### Gate families picked out, run 1

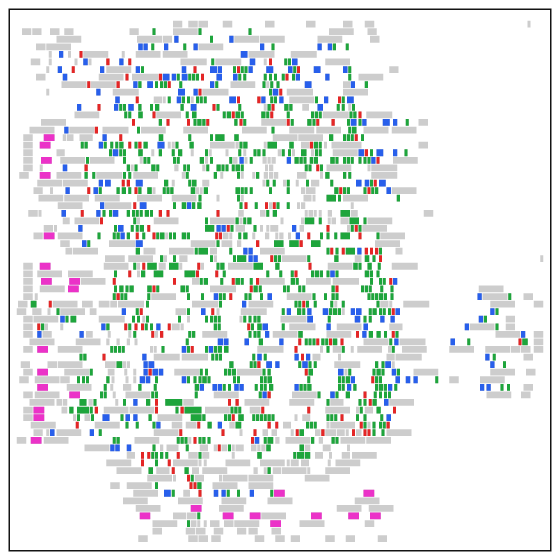
### Where the registers sit, run 1

Bar = 50 um.
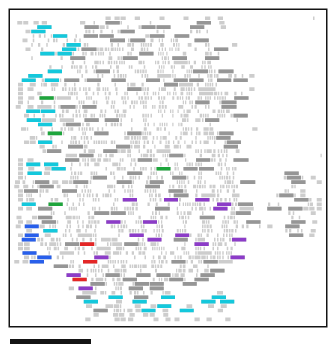
### Congestion heat map, run 1

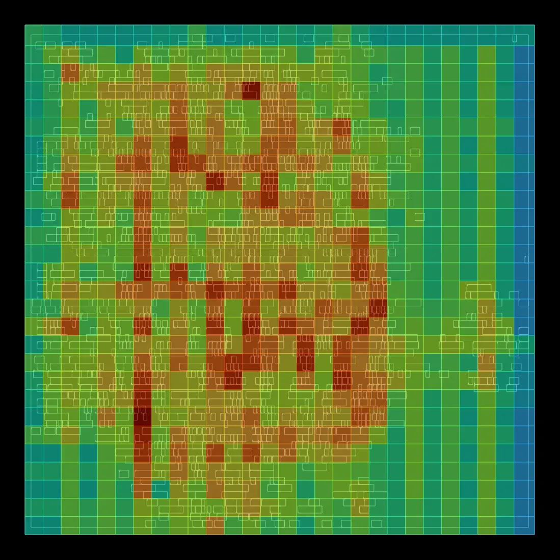
--- src/rtl/axil_timer.sv ---
// rtl/axil_timer.sv - AXI4-Lite slave timer: prescaled 32-bit counter, compare, sticky match, irq
//
// Purpose: memory-mapped timer peripheral. Only the low address byte is decoded;
// word offsets 0x00 CTRL, 0x04 PRESCALE, 0x08 COUNT, 0x0C COMPARE, 0x10 STATUS.
// Any other offset reads 0, ignores writes and answers SLVERR.
//
// Ports:
//   clk, nrst                      clock, asynchronous active-low reset
//   awaddr/awprot/awvalid/awready  write address channel
//   wdata/wstrb/wvalid/wready      write data channel
//   bresp/bvalid/bready            write response channel
//   araddr/arprot/arvalid/arready  read address channel
//   rdata/rresp/rvalid/rready      read data channel
//   irq                            level interrupt, registered
module axil_timer #(
  parameter int unsigned PRESCALE_WIDTH = 16,
  parameter logic [31:0] COMPARE_RESET  = 32'hFFFF_FFFF
) (
  input  logic        clk,
  input  logic        nrst,
  input  logic [31:0] awaddr,
  input  logic [2:0]  awprot,
  input  logic        awvalid,
  output logic        awready,
  input  logic [31:0] wdata,
  input  logic [3:0]  wstrb,
  input  logic        wvalid,
  output logic        wready,
  output logic [1:0]  bresp,
  output logic        bvalid,
  input  logic        bready,
  input  logic [31:0] araddr,
  input  logic [2:0]  arprot,
  input  logic        arvalid,
  output logic        arready,
  output logic [31:0] rdata,
  output logic [1:0]  rresp,
  output logic        rvalid,
  input  logic        rready,
  output logic        irq
);

  localparam int unsigned PW = PRESCALE_WIDTH;

  // Architectural registers
  logic [2:0]    ctrl;       // {IRQ_EN, AUTO_CLR, EN}
  logic [PW-1:0] prescale;
  logic [PW-1:0] pre_cnt;
  logic [31:0]   count;
  logic [31:0]   compare;
  logic          match;

  // Write-channel holding registers; AW and W are captured independently
  logic          aw_held;
  logic [5:0]    aw_word;
  logic          w_held;
  logic [31:0]   w_data;
  logic [3:0]    w_strb;

  assign awready = !aw_held && !bvalid;
  assign wready  = !w_held && !bvalid;
  assign arready = !rvalid;

  function automatic logic [31:0] lane_merge(input logic [31:0] old_val,
                                             input logic [31:0] new_val,
                                             input logic [3:0]  strb);
    logic [31:0] res;
    for (int i = 0; i < 4; i++)
      res[i*8 +: 8] = strb[i] ? new_val[i*8 +: 8] : old_val[i*8 +: 8];
    return res;
  endfunction

  // Write decode: the commit happens in the cycle where both halves are held
  logic        wr_commit, wr_err;
  logic        wr_ctrl, wr_prescale, wr_count, wr_compare, wr_status;
  logic [31:0] wr_old, wr_merged;

  assign wr_commit   = aw_held && w_held;
  assign wr_err      = aw_word > 6'd4;
  assign wr_ctrl     = wr_commit && (aw_word == 6'd0);
  assign wr_prescale = wr_commit && (aw_word == 6'd1);
  assign wr_count    = wr_commit && (aw_word == 6'd2);
  assign wr_compare  = wr_commit && (aw_word == 6'd3);
  assign wr_status   = wr_commit && (aw_word == 6'd4);

  always_comb begin
    wr_old = 32'd0;
    case (aw_word)
      6'd0:    wr_old = {29'd0, ctrl};
      6'd1:    wr_old = 32'(prescale);
      6'd2:    wr_old = count;
      6'd3:    wr_old = compare;
      default: wr_old = 32'd0;
    endcase
  end

  assign wr_merged = lane_merge(wr_old, w_data, w_strb);

  // Read mux, sampled at the AR handshake edge
  logic [31:0] rd_val;
  logic        rd_err;

  assign rd_err = araddr[7:2] > 6'd4;

  always_comb begin
    rd_val = 32'd0;
    case (araddr[7:2])
      6'd0:    rd_val = {29'd0, ctrl};
      6'd1:    rd_val = 32'(prescale);
      6'd2:    rd_val = count;
      6'd3:    rd_val = compare;
      6'd4:    rd_val = {31'd0, match};
      default: rd_val = 32'd0;
    endcase
  end

  // Timer datapath. A PRESCALE write restarts the prescaler and swallows that tick.
  logic tick, hit, w1c, match_next;

  assign tick       = ctrl[0] && (pre_cnt == prescale) && !wr_prescale;
  assign hit        = tick && (count == compare);
  assign w1c        = wr_status && w_strb[0] && w_data[0];
  assign match_next = hit || (match && !w1c);   // set beats clear

  always_ff @(posedge clk or negedge nrst) begin
    if (!nrst) begin
      aw_held  <= 1'b0;
      aw_word  <= 6'd0;
      w_held   <= 1'b0;
      w_data   <= 32'd0;
      w_strb   <= 4'd0;
      bvalid   <= 1'b0;
      bresp    <= 2'b00;
      rvalid   <= 1'b0;
      rdata    <= 32'd0;
      rresp    <= 2'b00;
      ctrl     <= 3'd0;
      prescale <= '0;
      pre_cnt  <= '0;
      count    <= 32'd0;
      compare  <= COMPARE_RESET;
      match    <= 1'b0;
      irq      <= 1'b0;
    end else begin
      if (awvalid && awready) begin
        aw_held <= 1'b1;
        aw_word <= awaddr[7:2];
      end
      if (wvalid && wready) begin
        w_held <= 1'b1;
        w_data <= wdata;
        w_strb <= wstrb;
      end
      if (wr_commit) begin
        aw_held <= 1'b0;
        w_held  <= 1'b0;
        bvalid  <= 1'b1;
        bresp   <= wr_err ? 2'b10 : 2'b00;
      end else if (bvalid && bready) begin
        bvalid <= 1'b0;
      end

      if (rvalid) begin
        if (rready) rvalid <= 1'b0;
      end else if (arvalid) begin
        rvalid <= 1'b1;
        rdata  <= rd_val;
        rresp  <= rd_err ? 2'b10 : 2'b00;
      end

      if (wr_ctrl)     ctrl     <= wr_merged[2:0];
      if (wr_prescale) prescale <= wr_merged[PW-1:0];
      if (wr_compare)  compare  <= wr_merged;

      if (!ctrl[0] || wr_prescale || tick) pre_cnt <= '0;
      else                                 pre_cnt <= pre_cnt + PW'(1);

      // A software COUNT write overrides a coincident tick
      if (wr_count)  count <= wr_merged;
      else if (tick) count <= (hit && ctrl[1]) ? 32'd0 : count + 32'd1;

      match <= match_next;
      irq   <= match_next && ctrl[2];
    end
  end

  logic unused_bits;
  assign unused_bits = ^{awaddr[31:8], awaddr[1:0], awprot,
                         araddr[31:8], araddr[1:0], arprot, wr_merged};

endmodule
--- config.mk ---
export PLATFORM = sky130hd
export DESIGN_NAME = axil_timer
export DESIGN_NICKNAME = d
export VERILOG_FILES = /design/src/rtl/axil_timer.sv
export SDC_FILE = /design/constraint.sdc
export NUM_CORES = 1
export LEC_CHECK = 0
export ABC_AREA = 1
export CAP_MARGIN = 25
export CORE_MARGIN = 2
export CORE_UTILIZATION = 30
export DETAILED_ROUTE_END_ITERATION = 12
export PLACE_DENSITY = 0.56
export SLEW_MARGIN = 20
export SYNTH_ARGS = -nofsm -noshare
export SYNTH_HDL_FRONTEND = slang
export SYNTH_SLANG_ARGS = --single-unit
--- constraint.sdc ---
create_clock -name clk -period 4 [get_ports clk]
set_input_delay 0.6 -clock clk [delete_from_list [all_inputs] [get_ports clk]]
set_output_delay 0.6 -clock clk [all_outputs]
set_load 0.05 [all_outputs]
==> reports/qor.txt, run 1 <==
Status = finished clean
Initial antenna violation count = 0
RePlAce Congestion = 0.918
Unrepaired setup endpoints after global routing = false
I/O Buffers = 94
# hold bufs at CTS = 0
Fp_density = 0.305
Setup violations, final = 0
Yosys warns = 0
Post-synth regs = 181
Setup Skew = 0.0135 ns
Pre-CTS setup slack = 1.28 ns
Max Slew Vio Count = 0
Clock-pin transition on the worst setup and hold timing paths = 0.07 ns
Fmax = 368 MHz
Yosys stat area = 10800 um^2
Clk latency late pin = 0.46 ns
Setup bufs post-CTS = 0
P_leak = 0.00547 uW
Top Layout Cells = nand2_1 (529), dfrtp_1 (149), inv_1 (146)
Core Region = 35600 um^2
PD cells = 581 nW/um^2
Arr. time, crit path = 3.11 ns
Sequential share of power = 0.406
Min Tclk post-route = 2.72 ns
NetSw = 3120 uW
Final WS setup = 1.28 ns
Crit path cell chain = nor2_2 > nand4_2 > nor2_4 > inv_2 > nand2_4 > nand3_1 > nand2_1
Worst VDD drop = 0.480 mV
Hold Crit Class = in -> async
Share of the yosys chip area belonging to registers = 0.421
Drt drc = 0
Final nets = 1697
TritonCTS clock tree = built
CP startpoint kind = flip-flop
Post-synthesis async set-or-reset flop share = 1.00
Worst Path Max Fanout = 37
Largest net degree at the start of global routing = 97
Row Count = 69
OpenROAD warnings = 84
Hold_ws = 0.244 ns
Max Root-Sink Buffers = 2
CP endpoint kind = flip-flop
Grt total ovfl = 0
Design area = 12700 um^2
Internal = 4270 uW
Post-DP HPWL = 23.2 mm
Max cap viols = 0
Top cell excl fill/tap = nand2_1
Die Wd = 194 um
Yosys cell types = 38
DIE AREA = 37700 um^2
CTS buffer count = 17
EDFF count, synth = 0
## Picture notes: 'Gate families picked out'
blue -> aoi and oai cells  # cells 194
green -> nand cells  # cells 663
magenta -> mux cells  # cells 26
red -> inv cells  # cells 167

## Picture notes: 'Where the registers sit'
purple -> prescale  # flops 16
green -> w_strb  # flops 4, where middle left
cyan -> w_data  # flops 32
red -> ctrl  # flops 3
blue -> aw_word  # flops 6, where lower left
Seq power: 3010 uW
fin util: 0.358
Seq/total area: 0.359

## Picture notes: 'Congestion heat map'
met2 Resource Use GR: 0.271
DR WL/cell: 15.7 um
met1 Track Usage GR: 0.248
GRT Max-Usage Layer: met2
GRT Overall Usage: 0.177

run 1: synthesized netlist by cell type (13+ instances only):
library cell  number  area (um^2)
nand2_1          531         1990
dfrtp_1          149         3730
inv_1            146          548
nor2_1           142          533
nand3_1          100          500
o21ai_0           96          480
a21oi_1           38          190
dfstp_2           32          841
clkbuf_1          29          109
o22ai_1           27          169
mux2_2            26          293
nor3_1            23          115
xor2_1            22          193
buf_2             19         95.1
inv_2             19         71.3
nand3_2           18          180
a22oi_1           16          120
o21ai_1           13         65.1
run 1: final timing paths:
| path | endpoint | slack, ns | start | cells after the start |
|---|---|---|---|---|
| worst max-delay path | count[26] | 1.28 | aw_word[2] | 7 |
| worst min-delay path | w_data[3] | 0.24 | nrst | 1 |
| worst max register to register | count[26] | 1.28 | aw_word[2] | 7 |
| worst min register to register | rdata[27] | 0.49 | rdata[27] | 2 |
| max in group asynchronous | compare[19] | 2.87 | nrst | 2 |
| min in group clk | rdata[27] | 0.49 | rdata[27] | 2 |
run 1: per-stage QoR:
step	cells	power (uW)	util
after floorplan	1522	4810	-
after global placement	2024	5670	0.341
after detailed placement	2024	5710	0.341
after CTS	2056	7450	0.358
after global routing	2056	7950	0.358
final	2056	7390	0.358
run 1: state kept, by name (all words and copies together) (netlist names):
register / cells
w_held: 1
bresp: 1
bvalid: 1
ctrl: 3
match: 1
rdata: 32
prescale: 16
rvalid: 1
irq: 1
compare: 32
pre_cnt: 16
count: 32
w_data: 32
w_strb: 4
aw_held: 1
rresp: 1
aw_word: 6
run 1: critical path, delay by kind of cell (launching register included):
family	cells	cell delay (ns)
flip-flops	1	0.40
AND/OR/NAND/NOR	6	1.93
buffers and inverters	1	0.31
run 1: layer usage:
layer  routed length [um]  global-route usage  vias up  part of all wire
li1                     -                   -     4959                 -
met1                15800               0.248     4636              0.49
met2                14300               0.271      259              0.44
met3                 1670              0.0386       41             0.052
met4                  618              0.0539        0             0.019
met5                    0                   0        -                 0
run 1: cell families (layout without fill, tap and decap cells):
family | Yosys count | in the layout | synth area share
buffers and inverters | 233 | 306 | 0.0901
AND/OR/NAND/NOR | 861 | 861 | 0.343
adder cells (fa/ha/maj) | 2 | 2 | 0.00231
other | 1 | 2 | 0.000346
flip-flops | 181 | 181 | 0.421
XOR/XNOR | 22 | 22 | 0.0178
multiplexers | 26 | 26 | 0.0270
AND-OR/OR-AND | 195 | 195 | 0.0977
run 1: power groups by stage:
stage                     Clock [uW]  Combinational [uW]  Sequential, uW
after floorplan                    0                1980            2830
final                           1710                2680            3010
after detailed placement           0                2670            3030
after global placement             0                2650            3020
after global routing            1820                3040            3090
after CTS                       1760                2690            3000
run 1: final cells by class:
class | count | area, um^2 | area share
clock buffer | 23 | 488 | 0.0383
clock inverter | 9 | 93.8 | 0.00737
inverter | 167 | 627 | 0.0493
multi-input combinational | 1108 | 5320 | 0.418
sequential | 181 | 4570 | 0.359
tap | 461 | 577 | 0.0453
timing repair buffer | 107 | 1050 | 0.0829
==> inputs of run 2 (changes only) <==
==> constraint.sdc (replaced) <==
create_clock -name clk -period 2.68 [get_ports clk]
set_input_delay 0.402 -clock clk [delete_from_list [all_inputs] [get_ports clk]]
set_output_delay 0.402 -clock clk [all_outputs]
set_load 0.05 [all_outputs]
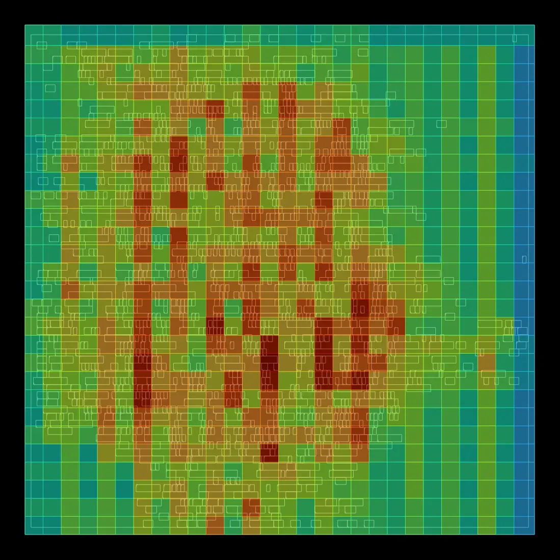
*Congestion heat map, run 2*
met1 Track Usage GR: 0.249
fin util: 0.362

==> run 2 against run 1 <==
Effect of this change: design area grew 1.2%; largest power group unchanged; highest routed layer unchanged; clock skew is 0.0013 ns lower; critical path type is now reg -> out; first-iteration DRC count up 4.0%; cell count rose by 0.54%; sequential share of layout area decreased by 0.42 points; non-clock buffer count increased by 11; die size stayed put.
==> reports/qor.txt, run 2 <==
Status = finished clean
Cell taking the most area after synthesis = dfrtp_1
Yosys stat area = 10800 um^2
I/O Buffers = 94
Worst VDD drop = 0.553 mV
Synth top cells by count = nand2_1 (531), dfrtp_1 (149), inv_1 (146)
GRT Overall Usage = 0.177
Synth top cell by count = nand2_1
Post-synthesis async set-or-reset flop share = 1.00
Total power draw = 11200 uW
Drt drc = 0
Clk latency late pin = 0.46 ns
Top cell excl fill/tap = nand2_1
Crit path cell chain = nor2_1 > clkdlybuf4s50_1
PD cells = 868 nW/um^2
Reg2Reg Capture Point = count[19]
Grt total ovfl = 0
RePlAce Congestion = 0.933
Row Count = 69
Final nets = 1708
Min Tclk post-route = 2.26 ns
Top Layout Cells = nand2_1 (529), dfrtp_1 (149), inv_1 (146)
WP buf/inv = 1
Share of cells above drive strength 1 = 0.113
Flop-to-flop setup slack = 0.51 ns
CP top delay family = buffers and inverters
Design area = 12900 um^2
Post-DP HPWL = 23.8 mm
Hold Path End = rdata[17]
Post-synth regs = 181
DR WL/cell = 15.8 um
Hold Startpoint = rdata[17]
Worst Tran Pin Value = 0.746 ns
Fmax = 443 MHz
DIE AREA = 37700 um^2
Internal = 6480 uW
Hold Crit Class = reg -> reg
Hold Crit Depth = 2
Cells after synthesis = 1521
Max cap viols = 0
EDFF count, synth = 0
Initial antenna violation count = 0
Post-synth top area share = 0.344
CP startpoint kind = flip-flop
Setup bufs post-CTS = 0
Sequential share of power = 0.398
OpenROAD warnings = 84
Yosys warns = 0
Pre-CTS setup slack = 0.509 ns
Share of the yosys chip area belonging to registers = 0.421
TritonCTS clock tree = built
Die Wd = 194 um
Setup violations, final = 0
P_leak = 0.00555 uW
Largest net degree at the start of global routing = 65
Core Region = 35600 um^2
Max Root-Sink Buffers = 2
Arr. time, crit path = 1.86 ns
NetSw = 4690 uW
Top cells, area = dfrtp_1 (34%), nand2_1 (18%), dfstp_2 (7.8%)
Reg2reg start = aw_word[1]
Setup Skew = 0.0122 ns
Unrepaired setup endpoints after global routing = false
Final WS setup = 0.420 ns
Max Slew Vio Count = 0
Clock-pin transition on the worst setup and hold timing paths = 0.06 ns
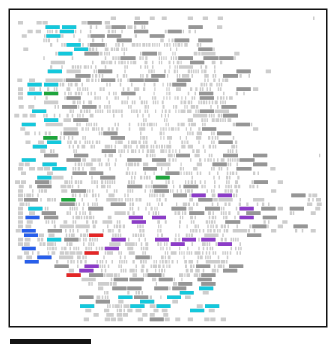
*Where the registers sit, run 2*
Bar = 50 um.
blue -> aw_word  # flops 6, where lower left
green -> w_strb  # flops 4, where middle left
red -> ctrl  # flops 3
cyan -> w_data  # flops 32
purple -> prescale  # flops 16, where bottom centre
Seq/total area: 0.355
FF+latch area: 4570 um^2

==> run 2: per-layer routing <==
| metal | wire (um) | part of all wire | vias to the layer above | GRT usage |
|---|---|---|---|---|
| li1 | - | - | 4978 | - |
| met1 | 15800 | 0.48 | 4728 | 0.249 |
| met2 | 14600 | 0.45 | 271 | 0.275 |
| met3 | 1550 | 0.047 | 40 | 0.0273 |
| met4 | 726 | 0.022 | 0 | 0.0665 |
| met5 | 0 | 0 | - | 0 |
==> run 2: kinds of logic after synthesis <==
logic type,after synthesis,share of synthesized area
AND-OR/OR-AND,195,0.0977
XOR/XNOR,22,0.0178
adder cells (fa/ha/maj),2,0.00231
buffers and inverters,233,0.0901
flip-flops,181,0.421
multiplexers,26,0.0270
other,1,0.000346
AND/OR/NAND/NOR,861,0.343
==> run 2: timing repair <==
item	in CTS	in global routing
resized	0	0
hold buffers	1	0
hold endpoints to repair	54	0
==> run 2: area by class of cell <==
cell class / count / area (um^2) / share of cell area
well taps: 461 / 577 / 0.0448
clock buffers: 21 / 460 / 0.0358
flip-flops and latches: 181 / 4570 / 0.355
multi-input cells: 1108 / 5320 / 0.413
inverters: 167 / 627 / 0.0487
repair buffers: 118 / 1200 / 0.0934
clock inverters: 11 / 125 / 0.00972
==> run 2: power groups by stage <==
| stage | Combinational, uW | Sequential (uW) | Clock [uW] |
|---|---|---|---|
| 5_1_grt | 4700 | 4550 | 2740 |
| 4_1_cts | 4160 | 4440 | 2640 |
| 3_3_place_gp | 4090 | 4460 | 0 |
| 3_5_place_dp | 4140 | 4490 | 0 |
| 6_report | 4160 | 4450 | 2570 |
| 2_1_floorplan | 2950 | 4230 | 0 |
==> run 2: tightest hold or removal path, delay by kind of cell, from the launching register on <==
family / cells / cell delay, ns
DFF: 1 / 0.34
AOI/OAI and AO/OA: 1 / 0.06
and+or+nand+nor: 1 / 0.05
==> run 2: stage by stage <==
stage	hold slack (ns)	cells
floorplan	0.106	1522
global route	0.512	2067
CTS	0.487	2067
global placement	0.426	2034
detailed placement	0.431	2034
finish	0.484	2067
==> run 2: worst max path at each step <==
stage / start / to / slack [ns] / cells past startpoint
floorplan: bvalid / w_data[22] / 0.38 / 5
detailed placement: araddr[5] / rdata[30] / 0.51 / 9
global route: aw_word[5] / count[18] / 0.31 / 7
CTS: w_held / wready / 0.38 / 2
global placement: aw_word[1] / count[19] / 0.55 / 6
finish: w_held / wready / 0.42 / 2
No activity file was given, so power comes from the tool's default toggle rates.
